Fig. 1: run 1, placement density heat map
12 x 12 tiles, from white (low) to dark blue (high), 0 to 100% covered.
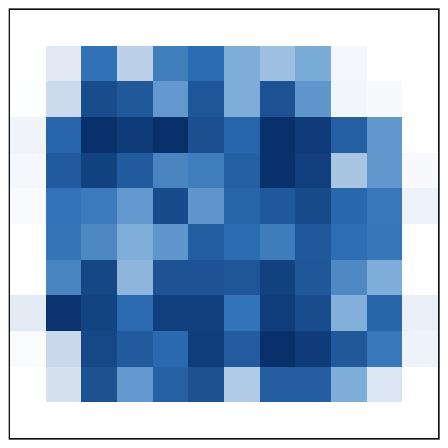
Fig. 2: run 1, met2 routing
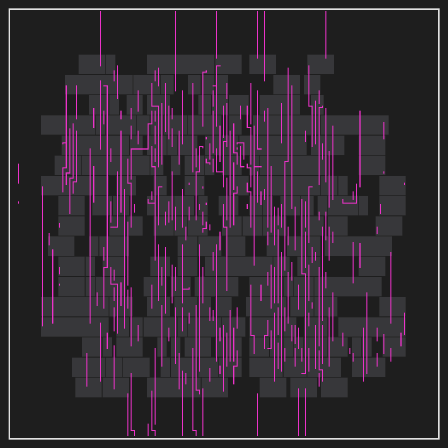
Fig. 3: run 1, placement view
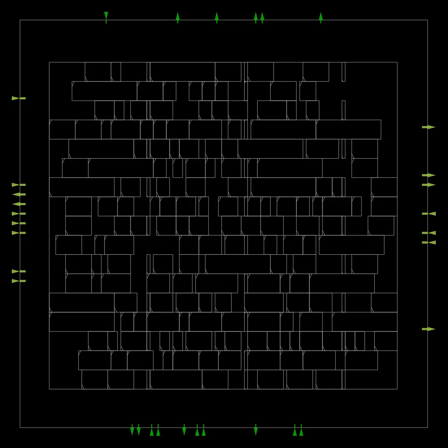
==> src/rtl/prog_mod_counter.sv <==
// prog_mod_counter: programmable-modulo up/down counter with one-shot mode,
// done flag and a saturating count of terminal events.
module prog_mod_counter #(
   parameter int WIDTH  = 5,
   parameter int WRAP_W = 8
) (
   input  logic              clk,
   input  logic              reset,
   input  logic              clear,
   input  logic              load,
   input  logic [WIDTH-1:0]  load_value,
   input  logic              enable,
   input  logic              dir,
   input  logic [WIDTH-1:0]  limit,
   input  logic              one_shot,
   output logic [WIDTH-1:0]  count,
   output logic              reached,
   output logic              done,
   output logic [WRAP_W-1:0] wrap_count
);
   typedef enum logic {RUN, DONE} state_t;
   state_t state;
   logic term;
   logic [WRAP_W-1:0] wrap_next;
   // Up mode also treats a count above a freshly lowered limit as terminal.
   always_comb begin
      term = dir ? (count == '0) : (count >= limit);
      wrap_next = (wrap_count == '1) ? wrap_count : wrap_count + 1'b1;
   end
   always_ff @(posedge clk or posedge reset) begin
      if (reset) begin
         state      <= RUN;
         count      <= '0;
         reached    <= 1'b0;
         done       <= 1'b0;
         wrap_count <= '0;
      end else if (clear) begin
         state      <= RUN;
         count      <= '0;
         reached    <= 1'b0;
         done       <= 1'b0;
         wrap_count <= '0;
      end else if (load) begin
         state   <= RUN;
         count   <= load_value;
         reached <= 1'b0;
         done    <= 1'b0;
      end else if (state == RUN && enable) begin
         reached <= term;
         if (term) begin
            wrap_count <= wrap_next;
            if (one_shot) begin
               state <= DONE;
               done  <= 1'b1;
            end else begin
               count <= dir ? limit : '0;
            end
         end else begin
            count <= dir ? count - 1'b1 : count + 1'b1;
         end
      end else begin
         reached <= 1'b0;
      end
   end
endmodule

==> config.mk <==
export PLATFORM = sky130hd
export DESIGN_NAME = prog_mod_counter
export DESIGN_NICKNAME = d
export VERILOG_FILES = /design/src/rtl/prog_mod_counter.sv
export SDC_FILE = /design/constraint.sdc
export NUM_CORES = 1
export LEC_CHECK = 0
export CORE_MARGIN = 4
export CORE_UTILIZATION = 48
export CTS_CLUSTER_DIAMETER = 200
export DETAILED_ROUTE_END_ITERATION = 8
export GPL_ROUTABILITY_DRIVEN = 0
export GPL_TIMING_DRIVEN = 1
export PLACE_DENSITY = 0.82
export SLEW_MARGIN = 10
export SYNTH_ARGS = -nofsm -noshare
export SYNTH_HDL_FRONTEND = slang
export SYNTH_SLANG_ARGS = --single-unit
==> constraint.sdc <==
create_clock -name clk -period 2.3 [get_ports clk]
set_input_delay 0.46 -clock clk [delete_from_list [all_inputs] [get_ports clk]]
set_output_delay 0.46 -clock clk [all_outputs]
set_load 0.005 [all_outputs]
==> run_results.csv, run 1 <==
group,metric,value,unit
final_layout,syn_to_final_growth,40.70,%
placement,place_area,1608,um2
sta,finClkSkew,2.029,ps
final_layout,clkCellAreaFrac,1.578,%
global_route,grt_pass1_vias,1077,
logic_synthesis,ys.flops,15,
global_route,use_met2,28.23,%
global_route,grt_max_degree,18,
clock_tree,cts_buffer_depth,2,
logic_synthesis,syn_area,1184,um2
logic_synthesis,synthCells,133,
critical_path,endpoint,"wrap_count[5]",
run_status,status,"complete, no violations",
logic_synthesis,logic_family,"AND-OR/OR-AND gates",
sta,setup_slack,76.28,ps
pwr,p_per_area,514.1,nW/um2
critical_path,r2r-start,"wrap_count[0]",
logic_synthesis,topCellsByArea,"dfrtp_1, ha_1, a21oi_1, mux2_1, inv_1",
die,die_x,57.66,um
logic_synthesis,ys_warn_count,0,
logic_synthesis,top_cell_area_share,31.71,%
die,nWellTaps,28,
logic_synthesis,edf_count,0,
logic_synthesis,top_area_cell,"dfrtp_1",
sta,worstMarginPinSlew,564.3,ps
final_layout,buffer_area_share,24.94,%
clock_tree,cts_resized,0,
global_route,grt_antenna_before_repair,0,
final_layout,reg_top3,"wrap_count (8), count (5)",
sta,finalHoldViolations,0,
sta,finalSetupViolations,0,
final_layout,drive_gt1_share,14.69,%
final_layout,nets,205,
run,max-cap-violations,0,
logic_synthesis,avgSynthCellArea,8.900,um2
logic_synthesis,yosys_cells,133,
critical_path,reg2reg_to,"wrap_count[5]",
logic_synthesis,mux_share,4.757,%
global_route,met1_usage,26.77,%
critical_path,critPathBufInv,2,
routing,postRouteAntennaNets,0,
critical_path,cp_cell_sequence,"clkdlybuf4s50_1, inv_1, ha_4, a21oi_2, o2bb2ai_2, a21oi_4, nor4_1, mux2_1",
critical_path,critPathTopFamily,"buffers and inverters",
clock_tree,tritoncts,"yes",
routing,vias_per_cell,5.766,
final_layout,comb_cells,99,
critical_path,required,2480,ps
pwr,ir_worst_vdd,0.4348,mV
Notes on Fig. 1 above:
- densest ninth of the die: middle
- emptiest ninth of the die: top right
- fullest tile: 100%
- nearly empty tiles: 25%
- mean over tiles: 49%
- tiles over 75% full: 39%
core box area: 2276 um2
Core Util at FP: 52.01%
Core Util, Final: 73.17%

Notes on Fig. 2 above:
- longest straight run: 24.5 um
- main direction: vertical
- wire length on this layer: 1340 um

Notes on Fig. 3 above:
sequential share of cell area: 22.54%
Flop Count: 15
final std cells w/o fill: 205
total of fill cells in the finished design: 174
FP Rows: 17

==> run 1: stage by stage <==
step | hold WS (ps) | std cells | setup TNS [ps] | utilization (%) | power, W
global placement | 499.8 | 201 | -1917 | 70.64 | 0.0006777
CTS | 534.4 | 205 | 0 | 71.80 | 0.0008436
detailed placement | 510.1 | 201 | -2875 | 70.64 | 0.0006885
global route | 548.8 | 205 | 0 | 73.17 | 0.0009212
floorplan | 361.5 | 133 | 0 | - | 0.0005176
finish | 511.7 | 205 | 0 | 73.17 | 0.0008561
==> run 1: power by group <==
group          switching, W  internal, W  total (W)
registers         0.0000269     0.000281   0.000308
logic              0.000182     0.000214   0.000396
clock network     0.0000840    0.0000677   0.000152
total              0.000293     0.000563   0.000856
## Run 2: what changed since run 1
--- a/config.mk
+++ b/config.mk
@@ -5,6 +5,7 @@
 export SDC_FILE = /design/constraint.sdc
 export NUM_CORES = 1
 export LEC_CHECK = 0
+export CORE_ASPECT_RATIO = 1.4
 export CORE_MARGIN = 4
 export CORE_UTILIZATION = 48
 export CTS_CLUSTER_DIAMETER = 200
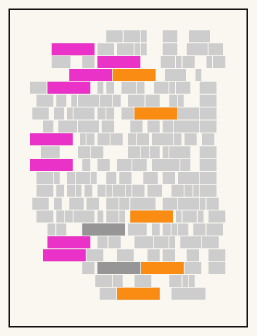
Fig. 4. Where the registers sit (run 2).
- magenta: wrap_count (sequential cells 8)
- orange: count (sequential cells 5)
sequential share of cell area: 22.19%
register area: 375.4 um2
Core Util, Final: 71.53%
seq pwr: 0.000305 W

==> run_results.csv, run 2 <==
group,metric,value,unit
logic_synthesis,synthCells,133,
routing,vias_per_cell,5.980,
global_route,use_met2,40.40,%
logic_synthesis,topCellsByArea,"dfrtp_1, ha_1, a21oi_1, mux2_1, inv_1",
global_route,grt_pass1_vias,1249,
final_layout,nets,209,
critical_path,cp_cell_sequence,"clkdlybuf4s50_1, inv_1, ha_1, a21oi_2, o2bb2ai_2, buf_4, a211o_1, a221oi_1, mux2_1",
final_layout,buffer_area_share,26.33,%
clock_tree,tritoncts,"yes",
pwr,seqPwrFrac,34.5,%
critical_path,critPathTopFamily,"AND-OR/OR-AND gates",
pwr,p_per_area,522.6,nW/um2
die,num_rows,21,
sta,whs,508.2,ps
clock_tree,cts_buffer_depth,2,
pwr,intPower,0.0005688,W
final_layout,drive_gt1_share,17.13,%
logic_synthesis,edf_count,0,
run,max-cap-violations,0,
pwr,p_clk,0.000159,W
logic_synthesis,syn_area,1184,um2
run_status,status,"complete, no violations",
logic_synthesis,top_cell_area_share,31.71,%
final_layout,ff_count,15,
logic_synthesis,logic_family,"AND-OR/OR-AND gates",
logic_synthesis,ys_warn_count,0,
die,die_x,49.97,um
logic_synthesis,avgSynthCellArea,8.900,um2
logic_synthesis,yosys_cells,133,
sta,tns,0,ps
sta,finalSetupViolations,0,
==> run 2: kinds of logic (layout without fill, tap and decap cells) <==
family | Yosys count | in the layout
fa+ha+maj | 10 | 10
mux | 5 | 5
flops | 15 | 15
xor+xnor | 4 | 4
buf+inv | 19 | 67
compound gates | 40 | 40
simple gates | 40 | 40
==> run 2: repair_timing <==
action,in CTS,in global routing
gates resized,1,5
buffers inserted,0,0
setup endpoints to repair,1,6
pin swaps,0,1
hold endpoints to repair,0,0
==> run 2: final timing paths <==
path,cells after the start,to,from
setup reg to reg,6,wrap_count[4],wrap_count[0]
hold / removal,2,wrap_count[3],reset
min in group clk,1,state,state
setup / recovery,9,count[0],limit[4]
hold reg to reg,1,state,state
max in group asynchronous,2,reached,reset
## Run 3: what changed since run 2
--- a/config.mk
+++ b/config.mk
@@ -5,8 +5,8 @@
 export SDC_FILE = /design/constraint.sdc
 export NUM_CORES = 1
 export LEC_CHECK = 0
+export ABC_CLOCK_PERIOD_IN_PS = 2300
 export CORE_ASPECT_RATIO = 1.4
-export CORE_MARGIN = 4
 export CORE_UTILIZATION = 48
 export CTS_CLUSTER_DIAMETER = 200
 export DETAILED_ROUTE_END_ITERATION = 8
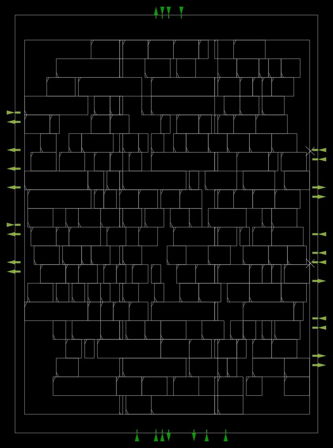
Fig. 5. Placement view (run 3).
Well Taps: 22
final std cells w/o fill: 204
sequential share of cell area: 22.34%
FP Rows: 20

==> run_results.csv, run 3 <==
group,metric,value,unit
pwr,seqPwrFrac,35.2,%
final_layout,comb_cells,99,
pwr,p_sw_share,35.37,%
pwr,p_sw,0.0003092,W
run_status,violations,"DRC",
logic_synthesis,edf_count,0,
routing,vias_per_cell,6.108,
run_status,status,"finished, violations left",
clock_tree,post_cts_buffers,0,
final_layout,reg_top3,"wrap_count (8), count (5)",
logic_synthesis,top_area_cell,"dfrtp_1",
critical_path,cp_cell_sequence,"clkdlybuf4s50_1, inv_1, ha_1, nand2_1, o21ai_2, a21oi_4, buf_4, or4_1, a21oi_1",
logic_synthesis,logic_family,"AND-OR/OR-AND gates",
logic_synthesis,ys_warn_count,0,
die,core,2252,um2
sta,finalHoldViolations,0,
final_layout,nets,210,
pwr,p_per_area,520.2,nW/um2
final_layout,flop_area,375.4,um2
run,max-cap-violations,0,
critical_path,r2r_cells,6,
pwr,p_comb,0.000410,W
routing,postRouteAntennaNets,0,
pwr,p_clk,0.000156,W
critical_path,required,2530,ps
global_route,met1_usage,25.76,%
sta,finClkSkew,0.9833,ps
logic_synthesis,ys.flops,15,
placement,place_area,1638,um2
critical_path,critPathBufInv,3,
die,die_x,43.97,um
final_layout,fill_cells,173,
final_layout,syn_to_final_growth,41.97,%
final_layout,clkCellAreaFrac,1.638,%
critical_path,endpoint,"wrap_count[4]",
logic_synthesis,synthCells,133,
logic_synthesis,mux_share,4.757,%
pwr,power_leader,"combinational cells",
clock_tree,cts_buffer_depth,2,
pwr,p_seq,0.000308,W
routing,drc,2,
logic_synthesis,topCellsByArea,"dfrtp_1, ha_1, a21oi_1, mux2_1, inv_1",
pwr,power,0.0008742,W
logic_synthesis,syn_area,1184,um2
pwr,power_frac_comb,46.9,%
global_route,use_met2,53.09,%
die,fp_util,52.56,%
global_route,grt_antenna_before_repair,0,
-- run 3: netlist changes by cell type in the layout (fill, tap and decap cells not counted) --
cell	previous run	this run
buf_4	18	19
nor4_2	3	1
nor4_1	1	3
a221oi_1	4	5
a221oi_2	1	0
clkinv_2	0	1
clkbuf_1	1	0
-- run 3: stage by stage --
| step | worst slack (ps) | hold WS [ps] | utilization [%] |
|---|---|---|---|
| 6_report | 86.93 | 515.9 | 74.61 |
| 5_1_grt | -3.551 | 579.0 | 74.61 |
| 4_1_cts | 59.72 | 535.5 | 73.94 |
| 3_5_place_dp | -235.7 | 513.3 | 72.72 |
| 3_3_place_gp | -186.3 | 499.5 | 72.72 |
| 2_1_floorplan | 330.6 | 361.5 | - |
Power figures rest on the tool's default switching activity, not on a simulated workload.
